==> run_1/m1.png <==
Bar = 20 um.
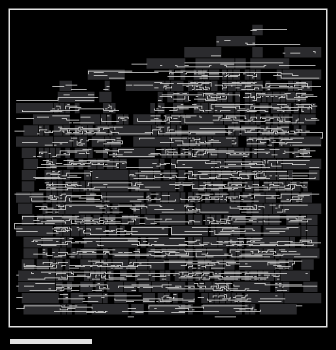
==> run_1/m2.png <==
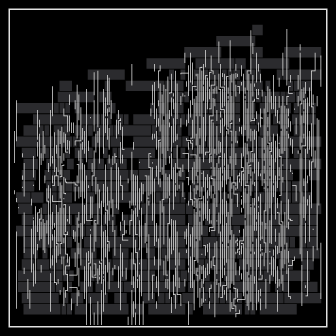
==> run_1/m3.png <==
Bar = 20 um.
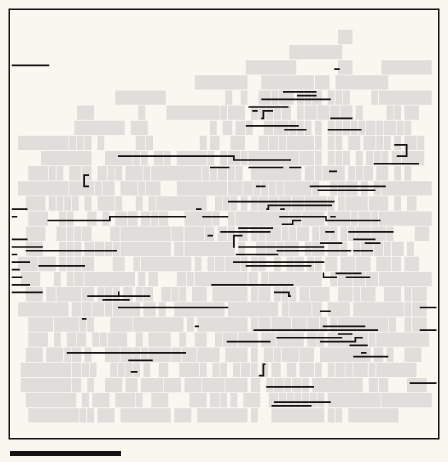
===== src/rtl/lcd_pkg.sv =====
// Shared types, command bytes and init ROM for the HD44780-class character LCD controller.
package lcd_pkg;

  typedef enum logic [2:0] {
    ST_PWR_WAIT = 3'd0,
    ST_INIT     = 3'd1,
    ST_IDLE     = 3'd2,
    ST_SETUP    = 3'd3,
    ST_PULSE    = 3'd4,
    ST_HOLD     = 3'd5,
    ST_WAIT     = 3'd6,
    ST_WRAP     = 3'd7
  } lcd_state_e;

  localparam logic [7:0] LCD_FUNC_8B2L = 8'h38;
  localparam logic [7:0] LCD_FUNC_8B1L = 8'h30;
  localparam logic [7:0] LCD_DISP_ON   = 8'h0C;
  localparam logic [7:0] LCD_ENTRY_INC = 8'h06;
  localparam logic [7:0] LCD_CLEAR     = 8'h01;
  localparam logic [7:0] LCD_HOME      = 8'h02;
  localparam logic [7:0] LCD_SET_DDRAM = 8'h80;

  localparam logic [1:0][7:0] ROW_BASE = {8'h40, 8'h00};

  localparam int INIT_LEN = 4;
  // Entry 0 is issued first; it becomes the 1-line function set on single-row panels.
  localparam logic [INIT_LEN-1:0][7:0] INIT_ROM = {LCD_CLEAR, LCD_ENTRY_INC, LCD_DISP_ON, LCD_FUNC_8B2L};

  function automatic int us_to_cyc(input int clk_hz, input int us);
    return (clk_hz / 1_000_000) * us;
  endfunction

  function automatic int at_least_one(input int v);
    if (v < 1) begin
      return 1;
    end else begin
      return v;
    end
  endfunction

  function automatic int max2(input int a, input int b);
    if (a > b) begin
      return a;
    end else begin
      return b;
    end
  endfunction

endpackage


===== src/rtl/lcd_delay_timer.sv =====
// Loadable down-counter shared by power-up wait, enable pulse and execution delay.
module lcd_delay_timer
  import lcd_pkg::*;
#(
  parameter int               CNT_W   = 16,
  parameter logic [CNT_W-1:0] RST_VAL = '0
) (
  input  logic             clk,
  input  logic             rst_n,
  input  logic             load,
  input  logic [CNT_W-1:0] load_val,
  input  logic             en,
  output logic             done
);

  localparam logic [CNT_W-1:0] CNT_ONE = CNT_W'(1);

  logic [CNT_W-1:0] cnt_r;

  // Count down while enabled; a load always takes priority and zero is sticky.
  always_ff @(posedge clk or negedge rst_n) begin
    if (!rst_n) begin
      cnt_r <= RST_VAL;
    end else if (load) begin
      cnt_r <= load_val;
    end else if (en && (cnt_r != '0)) begin
      cnt_r <= cnt_r - CNT_ONE;
    end
  end

  assign done = en && (cnt_r == CNT_ONE);

endmodule


===== src/rtl/lcd_char_ctrl.sv =====
// Write-only 8-bit character LCD controller: power-up init, valid/ready byte stream,
// programmable E pulse / execution delays and automatic line wrap.
module lcd_char_ctrl
  import lcd_pkg::*;
#(
  parameter int CLK_HZ         = 50_000_000,
  parameter int E_PULSE_CYC    = 25,
  parameter int POWERUP_US     = 15000,
  parameter int CMD_DELAY_US   = 40,
  parameter int CLEAR_DELAY_US = 1600,
  parameter int COLS           = 16,
  parameter int ROWS           = 2
) (
  input  logic       clk,
  input  logic       rst,
  input  logic       in_valid,
  output logic       in_ready,
  input  logic [7:0] in_data,
  input  logic       in_is_cmd,
  output logic       init_done,
  output logic       RS,
  output logic       RW,
  output logic       E,
  output logic [7:0] D
);

  localparam int PWR_CYC   = at_least_one(us_to_cyc(CLK_HZ, POWERUP_US));
  localparam int CMD_CYC   = at_least_one(us_to_cyc(CLK_HZ, CMD_DELAY_US));
  localparam int CLEAR_CYC = at_least_one(us_to_cyc(CLK_HZ, CLEAR_DELAY_US));
  localparam int PULSE_CYC = at_least_one(E_PULSE_CYC);
  localparam int MAX_CYC   = max2(max2(PWR_CYC, CLEAR_CYC), max2(CMD_CYC, PULSE_CYC));
  localparam int CNT_W     = $clog2(MAX_CYC + 1);

  localparam logic [CNT_W-1:0] PWR_LD   = CNT_W'(PWR_CYC);
  localparam logic [CNT_W-1:0] CMD_LD   = CNT_W'(CMD_CYC);
  localparam logic [CNT_W-1:0] CLEAR_LD = CNT_W'(CLEAR_CYC);
  localparam logic [CNT_W-1:0] PULSE_LD = CNT_W'(PULSE_CYC);

  localparam logic [5:0] LAST_COL  = 6'(COLS - 1);
  localparam logic [2:0] IDX_DONE  = 3'(INIT_LEN);
  localparam bit         TWO_ROWS  = (ROWS > 1);

  lcd_state_e       state_r;
  logic             rs_r;
  logic             e_r;
  logic [7:0]       d_r;
  logic             in_ready_r;
  logic             init_done_r;
  logic             row_r;
  logic [5:0]       col_r;
  logic [2:0]       init_idx_r;
  logic             wrap_pend_r;

  logic             tmr_load_s;
  logic [CNT_W-1:0] tmr_val_s;
  logic             tmr_en_s;
  logic             tmr_done_s;
  logic             slow_cmd_s;
  logic [7:0]       init_byte_s;
  logic [5:0]       ddram_col_s;
  logic             next_row_s;

  lcd_delay_timer #(
    .CNT_W   (CNT_W),
    .RST_VAL (PWR_LD)
  ) u_timer (
    .clk      (clk),
    .rst_n    (rst),
    .load     (tmr_load_s),
    .load_val (tmr_val_s),
    .en       (tmr_en_s),
    .done     (tmr_done_s)
  );

  // Clear and home need the long execution delay; everything else uses the short one.
  assign slow_cmd_s = !rs_r && ((d_r == LCD_CLEAR) || (d_r == LCD_HOME));
  assign next_row_s = TWO_ROWS ? ~row_r : 1'b0;

  // Timer control: arm the pulse length in SETUP and the execution delay in HOLD.
  always_comb begin
    tmr_load_s = 1'b0;
    tmr_val_s  = PULSE_LD;
    tmr_en_s   = 1'b0;
    case (state_r)
      ST_PWR_WAIT, ST_PULSE, ST_WAIT: begin
        tmr_en_s = 1'b1;
      end
      ST_SETUP: begin
        tmr_load_s = 1'b1;
        tmr_val_s  = PULSE_LD;
      end
      ST_HOLD: begin
        tmr_load_s = 1'b1;
        tmr_val_s  = slow_cmd_s ? CLEAR_LD : CMD_LD;
      end
      default: begin
        tmr_load_s = 1'b0;
        tmr_en_s   = 1'b0;
      end
    endcase
  end

  // Next init byte, with the function-set swapped for single-row panels.
  always_comb begin
    init_byte_s = INIT_ROM[init_idx_r[1:0]];
    if ((init_idx_r == 3'd0) && !TWO_ROWS) begin
      init_byte_s = LCD_FUNC_8B1L;
    end else begin
      init_byte_s = INIT_ROM[init_idx_r[1:0]];
    end
  end

  // Set-DDRAM column, clamped so the cursor never points past the visible row.
  always_comb begin
    ddram_col_s = in_data[5:0];
    if (in_data[5:0] > LAST_COL) begin
      ddram_col_s = LAST_COL;
    end else begin
      ddram_col_s = in_data[5:0];
    end
  end

  // Main sequencer: pin drive, handshake, init progress and cursor tracking.
  always_ff @(posedge clk or negedge rst) begin
    if (!rst) begin
      state_r     <= ST_PWR_WAIT;
      rs_r        <= 1'b0;
      e_r         <= 1'b0;
      d_r         <= 8'h00;
      in_ready_r  <= 1'b0;
      init_done_r <= 1'b0;
      row_r       <= 1'b0;
      col_r       <= 6'd0;
      init_idx_r  <= 3'd0;
      wrap_pend_r <= 1'b0;
    end else begin
      case (state_r)
        ST_PWR_WAIT: begin
          if (tmr_done_s) begin
            state_r <= ST_INIT;
          end
        end
        ST_INIT: begin
          rs_r       <= 1'b0;
          d_r        <= init_byte_s;
          init_idx_r <= init_idx_r + 3'd1;
          state_r    <= ST_SETUP;
        end
        ST_IDLE: begin
          if (in_valid && in_ready_r) begin
            in_ready_r <= 1'b0;
            rs_r       <= ~in_is_cmd;
            d_r        <= in_data;
            state_r    <= ST_SETUP;
            if (!in_is_cmd) begin
              if (col_r == LAST_COL) begin
                col_r       <= 6'd0;
                row_r       <= next_row_s;
                wrap_pend_r <= 1'b1;
              end else begin
                col_r <= col_r + 6'd1;
              end
            end else if ((in_data == LCD_CLEAR) || (in_data == LCD_HOME)) begin
              row_r <= 1'b0;
              col_r <= 6'd0;
            end else if (in_data[7]) begin
              row_r <= TWO_ROWS ? in_data[6] : 1'b0;
              col_r <= ddram_col_s;
            end
          end
        end
        ST_SETUP: begin
          e_r     <= 1'b1;
          state_r <= ST_PULSE;
        end
        ST_PULSE: begin
          if (tmr_done_s) begin
            e_r     <= 1'b0;
            state_r <= ST_HOLD;
          end
        end
        ST_HOLD: begin
          state_r <= ST_WAIT;
        end
        ST_WAIT: begin
          if (tmr_done_s) begin
            if (wrap_pend_r) begin
              state_r <= ST_WRAP;
            end else if (!init_done_r && (init_idx_r != IDX_DONE)) begin
              state_r <= ST_INIT;
            end else begin
              init_done_r <= 1'b1;
              in_ready_r  <= 1'b1;
              state_r     <= ST_IDLE;
            end
          end
        end
        ST_WRAP: begin
          rs_r        <= 1'b0;
          d_r         <= LCD_SET_DDRAM | ROW_BASE[row_r];
          wrap_pend_r <= 1'b0;
          state_r     <= ST_SETUP;
        end
        default: begin
          state_r <= ST_PWR_WAIT;
        end
      endcase
    end
  end

  assign in_ready  = in_ready_r;
  assign init_done = init_done_r;
  assign RS        = rs_r;
  assign RW        = 1'b0;
  assign E         = e_r;
  assign D         = d_r;

endmodule


===== config.mk =====
export PLATFORM = sky130hd
export DESIGN_NAME = lcd_char_ctrl
export DESIGN_NICKNAME = d
export VERILOG_FILES = /design/src/rtl/lcd_pkg.sv /design/src/rtl/lcd_delay_timer.sv /design/src/rtl/lcd_char_ctrl.sv
export SDC_FILE = /design/constraint.sdc
export NUM_CORES = 1
export LEC_CHECK = 0
export ABC_AREA = 1
export CORE_UTILIZATION = 53
export DETAILED_ROUTE_END_ITERATION = 12
export GPL_TIMING_DRIVEN = 0
export PLACE_DENSITY = 0.89
export SLEW_MARGIN = 20
export SYNTH_ARGS = -nofsm -noshare
export SYNTH_HDL_FRONTEND = slang
export SYNTH_SLANG_ARGS = --single-unit
export TNS_END_PERCENT = 20

===== constraint.sdc =====
create_clock -name clk -period 1.55 [get_ports clk]
set_input_delay 0.31 -clock clk [delete_from_list [all_inputs] [get_ports clk]]
set_output_delay 0.31 -clock clk [all_outputs]
set_load 0.02 [all_outputs]

==> deck_impl_summary.md, run 1 <==
Synthesis and Place & Route Summary

Status
  – Status: finished with violations
  – Failing checks: setup timing

Cells and area
  – Final Util: 0.723
  – Commonest Layout Cell: nand2_1
  – # diodes: 0
  – Fin nets: around 510

STA
  – # setup viols final: 7
  – RSZ-0062 raised after global routing: yes
  – Final WS setup: -42.4 ps
  – Final Max Slew Viols: 0
  – FMAX: 628 MHz

Worst hold path
  – Worst min path class: input pin to async pin

GRT
  – Number of global-route vias before repair: around 2,900
  – Initial antenna violation count: 0

Synthesis
  – Yosys stat area: between 2000 and 3000 um^2
  – Post-synth area hogs: dfrtp_1, nand2_1, dfstp_2

Worst setup path
  – CP Launch Type: flop
  – Slowest-stage cell, CP: dfrtp_2
  – Worst Path Max Fanout: 6
  – WS Path Type: flop to flop
  – Buf/Inv on CP: 1

Route
  – Initial DRC count: between 300 and 400

Power
  – Sw frac: 0.232
  – Top power group: registers

Clock network
  – Postcts setup bufs: 7
  – CTS root buffer: clkbuf_8
  – Clock tree buffer depth: 2

Floorplan
  – Die y size: approximately 77 um
## Picture notes: m1.png
longest straight run: 23.9 um
nets with wire on the layer: 474
wire length on this layer: 3,500 um
main direction: horizontal

## Picture notes: m2.png
wire length on this layer: 4,150 um
longest straight run: 32.0 um
share of all routed wire: 49%
main direction: vertical
nets with wire on the layer: 432

## Picture notes: m3.png
main direction: horizontal
nets with wire on the layer: 67
longest straight run: 22.1 um
share of all routed wire: 6.9%

[run 1: final cells by class]
class	instances	area (um^2)
clock buffer	8	90.1
timing repair buffer	52	460
fill	386	1460
multi-input combinational	333	1750
buffer	6	56.3
tap	70	87.6
sequential	46	1170
inverter	50	195
[run 1: routing by layer]
layer / track usage / part of all wire
met1: 0.324 / 0.41
met2: 0.462 / 0.49
met3: 0.0417 / 0.069
met4: 0.115 / 0.029
met5: 0 / 0
[run 1: path summary, 6_finish.rpt]
kind,end,slack [ps]
hold / removal,E,490
hold reg to reg,u_timer.cnt_r[19],490
setup reg to reg,u_timer.cnt_r[1],-40
setup / recovery,u_timer.cnt_r[1],-40
min in group clk,u_timer.cnt_r[19],490
max in group asynchronous,u_timer.cnt_r[4],450
==> run 1 -> run 2 <==
--- a/config.mk
+++ b/config.mk
@@ -6,6 +6,7 @@
 export NUM_CORES = 1
 export LEC_CHECK = 0
 export ABC_AREA = 1
+export CAP_MARGIN = 10
 export CORE_UTILIZATION = 53
 export DETAILED_ROUTE_END_ITERATION = 12
 export GPL_TIMING_DRIVEN = 0
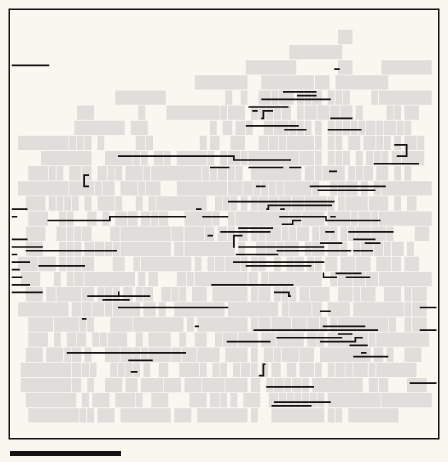
(run_2/m3.png)
Bar = 20 um.
wire length on this layer: 586 um
nets with wire on the layer: 67

==> run 2 against run 1 <==
Net effect: largest cell class unchanged; clock skew stayed put; sequential cell count stayed put; fmax stayed put; sequential share of layout area stayed put; the flow still finishes with violations (setup timing); via count stayed put; register-to-register slack hardly changed.
==> deck_impl_summary.md, run 2 <==
Synthesis and Place & Route Summary

Status
  – Status: finished with violations
  – Failing checks: setup timing

STA
  – RSZ-0062 raised after global routing: yes
  – # setup viols final: 7 (unchanged)
  – Final WS setup: -42.4 ps (unchanged)
  – Final Max Slew Viols: 0 (unchanged)
  – FMAX: 628 MHz (unchanged)

Cells and area
  – Final Util: 0.723 (unchanged)
  – Largest class: logic gates
  – Repair and plain buffers: 58 (unchanged)
  – Commonest Layout Cell: nand2_1
  – Gate Area: 1750 um^2 (unchanged)
  – Sequential share of cell area: 0.307 (unchanged)
  – Flop Count: 46 (unchanged)
  – Non-clk buf share: 0.136 (unchanged)
  – # fillers: 386 (unchanged)
  – Signal inverters: 50 (unchanged)
  – Comb/total area: 0.460 (unchanged)

Worst setup path
  – Worst setup path endpoint: u_timer.cnt_r[1]
  – WS Path Type: flop to flop
  – Worst Path Max Fanout: 6 (unchanged)

Power
  – Top power group: registers
  – Sw frac: 0.232 (unchanged)

GRT
  – Number of global-route vias before repair: 2,901 (unchanged)
  – Met2 Use GR: 0.462 (unchanged)

Route
  – Met3 WL: 586 um (unchanged)
  – M1 WL: 3.50 mm (unchanged)
  – Routed wl met2: 4.15 mm (unchanged)

Synthesis
  – Post-synth area hogs: dfrtp_1, nand2_1, dfstp_2
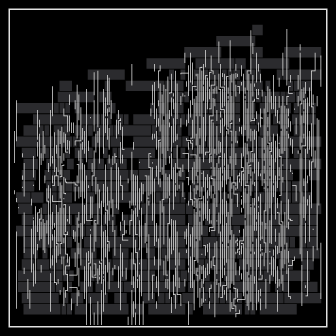
(run_2/m2.png)
longest straight run: 32.0 um
main direction: vertical

## run 2: cell counts in the layout (fill, tap and decap cells not counted)
No cell type changed its count.
## run 2: critical path: stages, from the launching register on
cell and delay [ps]:
dfrtp_2 460, nor2_4 190, nand2_1 120, nor2_2 120, nand3_2 90, nand2_4 110
nand2_4 120, clkbuf_16 180, o22ai_1 130
## run 2: logic make-up (layout without fill, tap and decap cells)
family / Yosys count / after routing / synth area share
AOI/OAI and AO/OA: 48 / 48 / 0.0883
xor gates and xnor gates: 7 / 7 / 0.0206
adders and majority gates: 7 / 7 / 0.0294
buffers and inverters: 57 / 116 / 0.0815
DFF: 46 / 46 / 0.391
other: 1 / 1 / 0.00126
and+or+nand+nor: 269 / 270 / 0.388
No activity file was given, so power comes from the tool's default toggle rates.
